$ cat config.mk
export PLATFORM = sky130hd
export DESIGN_NAME = pea_enable
export DESIGN_NICKNAME = d
export VERILOG_FILES = /design/src/rtl/pea_enable.sv
export SDC_FILE = /design/constraint.sdc
export NUM_CORES = 1
export LEC_CHECK = 0
export CORE_MARGIN = 8
export CORE_UTILIZATION = 25
export CTS_CLUSTER_SIZE = 40
export DETAILED_ROUTE_END_ITERATION = 10
export GPL_ROUTABILITY_DRIVEN = 0
export GPL_TIMING_DRIVEN = 0
export PLACE_DENSITY = 0.75
export SYNTH_ARGS = -nofsm -noshare
export SYNTH_HDL_FRONTEND = slang
export SYNTH_SLANG_ARGS = --single-unit
export TNS_END_PERCENT = 5
$ cat constraint.sdc
create_clock -name clk -period 0.8 [get_ports clk]
set_input_delay 0.2 -clock clk [delete_from_list [all_inputs] [get_ports clk]]
set_output_delay 0.2 -clock clk [all_outputs]
set_load 0.005 [all_outputs]
$ cat src/rtl/pea_enable.sv
// Firing-rule checker for the PEA dataflow actor: registers whether the next
// firing of the current mode fits the FIFO token populations and free space.
module pea_enable #(
  parameter int word_size   = 16,
  parameter int buffer_size = 1024,
  localparam int CW = (buffer_size > 1) ? $clog2(buffer_size) : 1
) (
  input  logic                 clk,
  input  logic                 rst,
  input  logic [CW-1:0]        command_pop,
  input  logic [CW-1:0]        data_pop,
  input  logic [CW-1:0]        result_free_space,
  input  logic [CW-1:0]        status_free_space,
  input  logic [2:0]           mode,
  input  logic [word_size-1:0] command_in,
  output logic                 enable
);

  // Working width holds both a CW-bit count and the 5-bit N+1 without wrap.
  localparam int EW = ((CW > 5) ? CW : 5) + 1;

  typedef enum logic [2:0] {
    MODE_GET_COMMAND = 3'b000,
    MODE_STP         = 3'b001,
    MODE_EVP         = 3'b010,
    MODE_EVB         = 3'b011,
    MODE_OUTPUT      = 3'b100,
    MODE_RST         = 3'b101
  } mode_e;

  localparam logic [EW-1:0] ONE_X = EW'(1'b1);

  logic [3:0]    degree_s;
  logic [4:0]    block_s;
  logic [EW-1:0] command_pop_x_s;
  logic [EW-1:0] data_pop_x_s;
  logic [EW-1:0] result_free_x_s;
  logic [EW-1:0] status_free_x_s;
  logic [EW-1:0] coeff_need_s;
  logic [EW-1:0] block_need_s;
  logic          status_ok_s;
  logic          fire_s;
  logic          enable_r;
  logic          unused_cmd_bits_s;

  assign degree_s = command_in[9:6];
  assign block_s  = command_in[14:10];
  // Opcode, polynomial index and the reserved bit never influence the rule.
  assign unused_cmd_bits_s = ^{command_in[word_size-1:15], command_in[5:0]};

  assign command_pop_x_s = EW'(command_pop);
  assign data_pop_x_s    = EW'(data_pop);
  assign result_free_x_s = EW'(result_free_space);
  assign status_free_x_s = EW'(status_free_space);
  assign coeff_need_s    = EW'(degree_s) + ONE_X;
  assign block_need_s    = EW'(block_s);
  assign status_ok_s     = (status_free_x_s >= ONE_X);

  // Firing rule for the current mode; illegal modes never fire.
  always_comb begin
    fire_s = 1'b0;
    case (mode)
      MODE_GET_COMMAND: fire_s = (command_pop_x_s >= ONE_X);
      MODE_STP:         fire_s = (data_pop_x_s >= coeff_need_s) && status_ok_s;
      MODE_EVP:         fire_s = (data_pop_x_s >= ONE_X) &&
                                 (result_free_x_s >= ONE_X) && status_ok_s;
      MODE_EVB:         fire_s = (data_pop_x_s >= block_need_s) &&
                                 (result_free_x_s >= block_need_s) && status_ok_s;
      MODE_OUTPUT:      fire_s = status_ok_s;
      MODE_RST:         fire_s = status_ok_s;
      default:          fire_s = 1'b0;
    endcase
  end

  // Registered enable, cleared immediately by reset.
  always_ff @(posedge clk or posedge rst) begin
    if (rst) begin
      enable_r <= 1'b0;
    end else begin
      enable_r <= fire_s;
    end
  end

  assign enable = enable_r;

endmodule

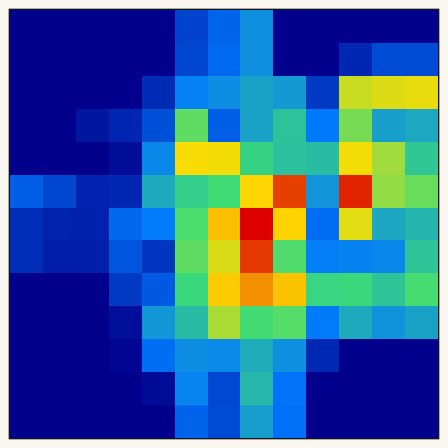
Run 1: routed metal per tile
The die is cut into 13 by 13 equal tiles; dark blue is low, red is high, scaled to the fullest tile. Values are wire area over tile area, all layers added.
- mean over tiles: 0.098
- nearly empty tiles: 33%
- emptiest ninth of the die: top left
- densest ninth of the die: middle

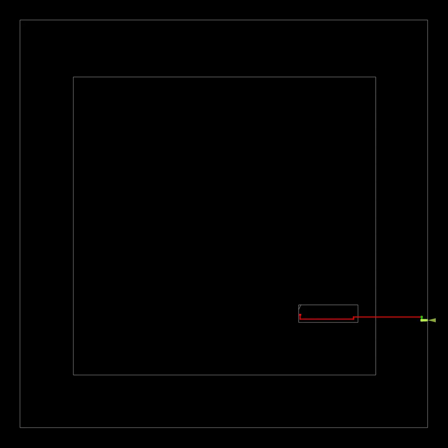
Run 1: clock wiring as the flow saved it
P_clk: 0 mW
flop count: 1

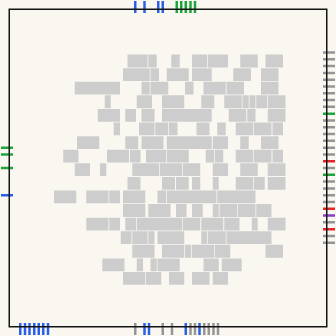
Run 1: pin map
Pins as bars across the die edge, other pins in gray.
- `data_pop`: green (pins 10; direction input; edge 5 top, 3 left, 2 right)
- `enable`: purple (pins 1; direction output; edge right)
- `mode`: red (pins 3; direction input; edge right)
- `command_in`: blue (pins 16; direction input; edge 11 bottom, 4 top, 1 left)
Die Y: 63.2 um
Die W: 63.2 um
IO buf count: 54

==> impl_metrics.yaml, run 1 <==
# generated from flow reports
floorplan:
  core-area_mm2: 0.00217
  die_area_mm2: 0.00400
  fp_util_pct: 25.7
  rows: 17
  tap-cell-count: 28
  pin_count: 62
cells_and_area:
  diodes: 0
  logic_gates: 60
  fillers: 205
  flop_area_um2: 25.0
  comb_area_um2: 609
  sh_comb_area_pct: 48.8
  largestClassByArea: "logic gates"
  layout_top_cell: "clkdlybuf4s50_1"
  nNonClkInverters: 9
  seqAreaFraction_pct: 2.00
  area_growth_pct: 124
  drive_above_1_share_pct: 23.8
  layout_top_cells: "clkdlybuf4s50_1, ha_1, dlygate4sd2_1"
  final_nets: 205
setup_path:
  path_buffers: 2
  crit_end: "enable"
  worstPathMaxFanout: 2
  critPathTopFamily: "AND-OR/OR-AND gates"
  worstPathRequired_ns: 0.67
  slowest_stage: "clkdlybuf4s50_1"
  critPathKind: "input port to flop"
  critPathMaxStageDelay_ns: 0.47
  cp-startpoint: "command_in[14]"
  worstSetupStartpointType: "input port"
  endpoint_kind: "flop"
  cp.depth: 7
  arrival_ns: 1.64
timing:
  worstMarginPinSlew_ns: 0.307
  finalClockPeriodUsage_pct: 221
  fin_ws_ns: -0.966
  hold_viol: 0
  rsz0062_at_grt: "yes"
  setup_viol: 1
  drv_slew: 0
  fin_crit_ns: 1.77
  fmax_mhz: 566
power:
  power_leader: "combinational logic"
  power.internal_mw: 0.386
  leakage_nw: 0.580
  comb_cell_power_mw: 0.534
  pwr-share-seq_pct: 9.7
  power_density_mw_per_mm2: 474
  p_clk_share_pct: 0
  seq_power_mw: 0.0576
  p_sw_mw: 0.206
  ir_worst_vdd_v: 0.000312
synthesis:
  netlist_area_um2: 558
  edf_count: 0
  postSynthCellCount: 70
  topCellsByArea: "ha_1, nor4_1, inv_1, a2111oi_2, dfrtp_1"
  syn_nets: 147
  synth_cell_types: 26
  ys_sh_simple_pct: 26.9
  netlist_logic_family_top: "adder cells"
  yosys_warnings: 0
  largest_area_cell: "ha_1"
  ff_type: "dfrtp_1"
  yosys-stat-area_um2: 558
  syn_area_per_cell_um2: 7.97
  yosysSeqAreaShare_pct: 4.48
  common_cells: "ha_1, inv_1, nor4_1"
  ys_async_sr_fraction_pct: 100
  ys_cells: 70
  aoi_share_pct: 23.5
  mux_share_pct: 0
  ys_sh_adder_pct: 35.9
outcome:
  status: "finished, violations left"
  failed_checks: "setup timing"
drt:
  drtPass1Iterations: 2
  post_drt_via_cell_ratio: 5.06
  dr_total_vias: 779
  route.met3.wl_um: 171
  routedWlPerCell_um: 16.0
  highest_layer: "met4"
  ant_nets: 0
  wl_met1_um: 1050
  post-route-drc-count: 0
place:
  dpl_worst_slack_ns: -1.44
  placed_area_mm2: 0.00115
  post-dp-hpwl_um: 2070
global_routing:
  grt_overflow: 0
  grt-busiest-layer: "met2"
  antenna_found_initial: 0
  grt_max_degree: 6
  grt_pass1_vias: 836
  grtUsageTotal_pct: 10.7
  use_met2_pct: 21.0
  grt_use_met3_pct: 1.94
  grt_first_pass_wirelength_um: 3670
  grtUsageMet1_pct: 11.8
job:
  tool_warnings: 39
  maxCapViolations: 0
cts:
  path_clk_slew_ns: 0
worst_hold_path:
  hold_class: "input port to asynchronous set/reset pin"
==> run 1: cells by family after synthesis <==
family,after synthesis
XOR/XNOR,2
buffers and inverters,9
flip-flops,1
AND-OR/OR-AND,17
AND/OR/NAND/NOR,25
adder cells (fa/ha/maj),16
==> run 1: repair_timing <==
item,4_1_cts,5_1_grt
pin swaps,16,9
endpoints found under the setup margin,2,2
setup buffers,1,1
gates resized,49,21
==> run 1: per-stage QoR <==
step                power, mW  hold slack (ns)  setup TNS, ns  instances
floorplan               0.225          -0.0713         -0.720         70
global placement        0.545            0.346          -1.59        152
detailed placement      0.565            0.352          -1.63        152
CTS                     0.573            0.346         -0.996        153
global route            0.646            0.379          -1.04        154
finish                  0.591            0.343         -0.966        154
## Run 2: what changed since run 1
- SLEW_MARGIN: default -> 0
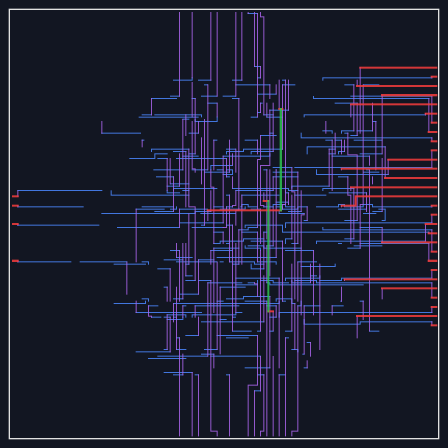
Run 2: metal layers overlaid
- metal 3: red (wire length 171 um)
- metal 4: green (wire length 31.3 um)
- metal 1: blue (wire length 1050 um)
- metal 2: purple (wire length 1210 um)

==> run 2 against run 1 <==
Effect of this change: the flow still finishes with violations (setup timing); sequential share of layout area unchanged; sequential power about the same; die area unchanged; routed wire length unchanged; combinational power about the same; flip-flop count unchanged; via count unchanged; fmax unchanged; critical path depth unchanged; power unchanged; global-route usage unchanged; largest cell class unchanged.
==> impl_metrics.yaml, run 2 <==
# generated from flow reports
global_routing:
  use_met2_pct: 21.0
  grt_max_degree: 6
  grt_pass1_vias: 836
  grt-busiest-layer: "met2"
  grtUsageMet1_pct: 11.8
  grtUsageTotal_pct: 10.7
  grt_first_pass_wirelength_um: 3670
  grt_use_met3_pct: 1.94
  antenna_found_initial: 0
  grt_overflow: 0
timing:
  setup_viol: 1
  relSlewSlack_pct: 79.5
  drv_slew: 0
  rsz0062_at_grt: "yes"
  fmax_mhz: 566
  hold_viol: 0
  worstMarginPinSlew_ns: 0.307
  fin_ws_ns: -0.966
  finalClockPeriodUsage_pct: 221
  fin_crit_ns: 1.77
  fin_hold_ws_ns: 0.343
  tns_ns: -0.966
cts:
  path_clk_slew_ns: 0
  cts-resized-gates: 49
  hold_buffers: 0
  postCtsSetupBuffers: 1
drt:
  ant_nets: 0
  routedWlPerCell_um: 16.0
  route.met3.wl_um: 171
  drtPass1Iterations: 2
  first_iter_violations: 15
  dr_total_vias: 779
  post_drt_via_cell_ratio: 5.06
  post-route-drc-count: 0
  routed_wl_um: 2460
  highest_layer: "met4"
  wl_met1_um: 1050
  dr_wl_met2_um: 1210
power:
  power_mw: 0.591
  pwr-share-seq_pct: 9.7
  p_sw_mw: 0.206
  p_clk_share_pct: 0
  power.internal_mw: 0.386
  power_density_mw_per_mm2: 474
  seq_power_mw: 0.0576
  combinationalPowerShare_pct: 90.3
  comb_cell_power_mw: 0.534
  power_leader: "combinational logic"
  pg_clk_mw: 0
  leakage_nw: 0.580
  ir_worst_vdd_v: 0.000312
  switching_share_pct: 34.8
synthesis:
  netlist_area_um2: 558
  ys_sh_simple_pct: 26.9
  netlist_logic_family_top: "adder cells"
  ys_async_sr_fraction_pct: 100
  top_cell_area_share_pct: 35.9
  largest_area_cell: "ha_1"
  yosys_warnings: 0
  yosysMostFrequentCell: "ha_1"
  synth_cell_types: 26
  aoi_share_pct: 23.5
  syn_area_per_cell_um2: 7.97
  syn_nets: 147
  yosysSeqAreaShare_pct: 4.48
  ys_sh_adder_pct: 35.9
  topCellsByArea: "ha_1, nor4_1, inv_1, a2111oi_2, dfrtp_1"
  mux_share_pct: 0
  common_cells: "ha_1, inv_1, nor4_1"
  edf_count: 0
  postSynthCellCount: 70
  ff_type: "dfrtp_1"
  ys_cells: 70
  synth-seq-cells: 1
  xor_area_share_pct: 3.14
  yosys-stat-area_um2: 558
floorplan:
  die_area_mm2: 0.00400
  die_h_um: 63.2
  fp_util_pct: 25.7
  die_x_um: 63.2
  core-area_mm2: 0.00217
  pin_count: 62
  rows: 17
cells_and_area:
  final_nets: 205
  layout_top_cell: "clkdlybuf4s50_1"
  largest_reg_flops: 1
  fin_cells: 154
  diodes: 0
  finish.instance_area_mm2: 0.00125
  finalCoreUtilization_pct: 57.6
  drive_above_1_share_pct: 23.8
  layout_top_cells: "clkdlybuf4s50_1, ha_1, dlygate4sd2_1"
  area_growth_pct: 124
  fillers: 205
job:
  tool_warnings: 39
  maxCapViolations: 0
setup_path:
  crit_chain: "clkdlybuf4s50_1 > inv_2 > ha_4 > a2111oi_4 > o21ai_1 > a22oi_1 > nor2_1"
  critPathMaxStageDelay_ns: 0.47
  endpoint_kind: "flop"
  critPathKind: "input port to flop"
  critPathTopFamily: "AND-OR/OR-AND gates"
  worstPathRequired_ns: 0.67
  worstPathMaxFanout: 2
  arrival_ns: 1.64
  cp.depth: 7
  path_buffers: 2
  slowest_stage: "clkdlybuf4s50_1"
  worstSetupStartpointType: "input port"
worst_hold_path:
  hold_class: "input port to asynchronous set/reset pin"
outcome:
  failed_checks: "setup timing"
  status: "finished, violations left"
place:
  post-dp-hpwl_um: 2070
  dp.cells: 152
  placed_area_mm2: 0.00115
  port_buffers: 54
  dpl_worst_slack_ns: -1.44
==> run 2: cell counts after synthesis <==
Identical to the previous run, type by type.
==> run 2: how the worst max path moves through the flow <==
| stage | from | endpoint | slack (ns) |
|---|---|---|---|
| finish | command_in[14] | enable | -0.97 |
| global route | command_in[6] | enable | -1.04 |
| CTS | command_in[6] | enable | -1.0 |
| detailed placement | command_in[6] | enable | -1.44 |
| global placement | command_in[6] | enable | -1.40 |
| floorplan | command_in[7] | enable | -0.72 |
==> run 2: area by class of cell <==
| type | instances | area [um2] | share of cell area, % |
|---|---|---|---|
| Timing Repair Buffer | 56 | 546 | 43.7 |
| Tap cell | 28 | 35.0 | 2.81 |
| Inverter | 9 | 33.8 | 2.71 |
| Multi-Input combinational cell | 60 | 609 | 48.8 |
| Sequential cell | 1 | 25.0 | 2.00 |
Power is estimated from default activity; no workload was simulated.
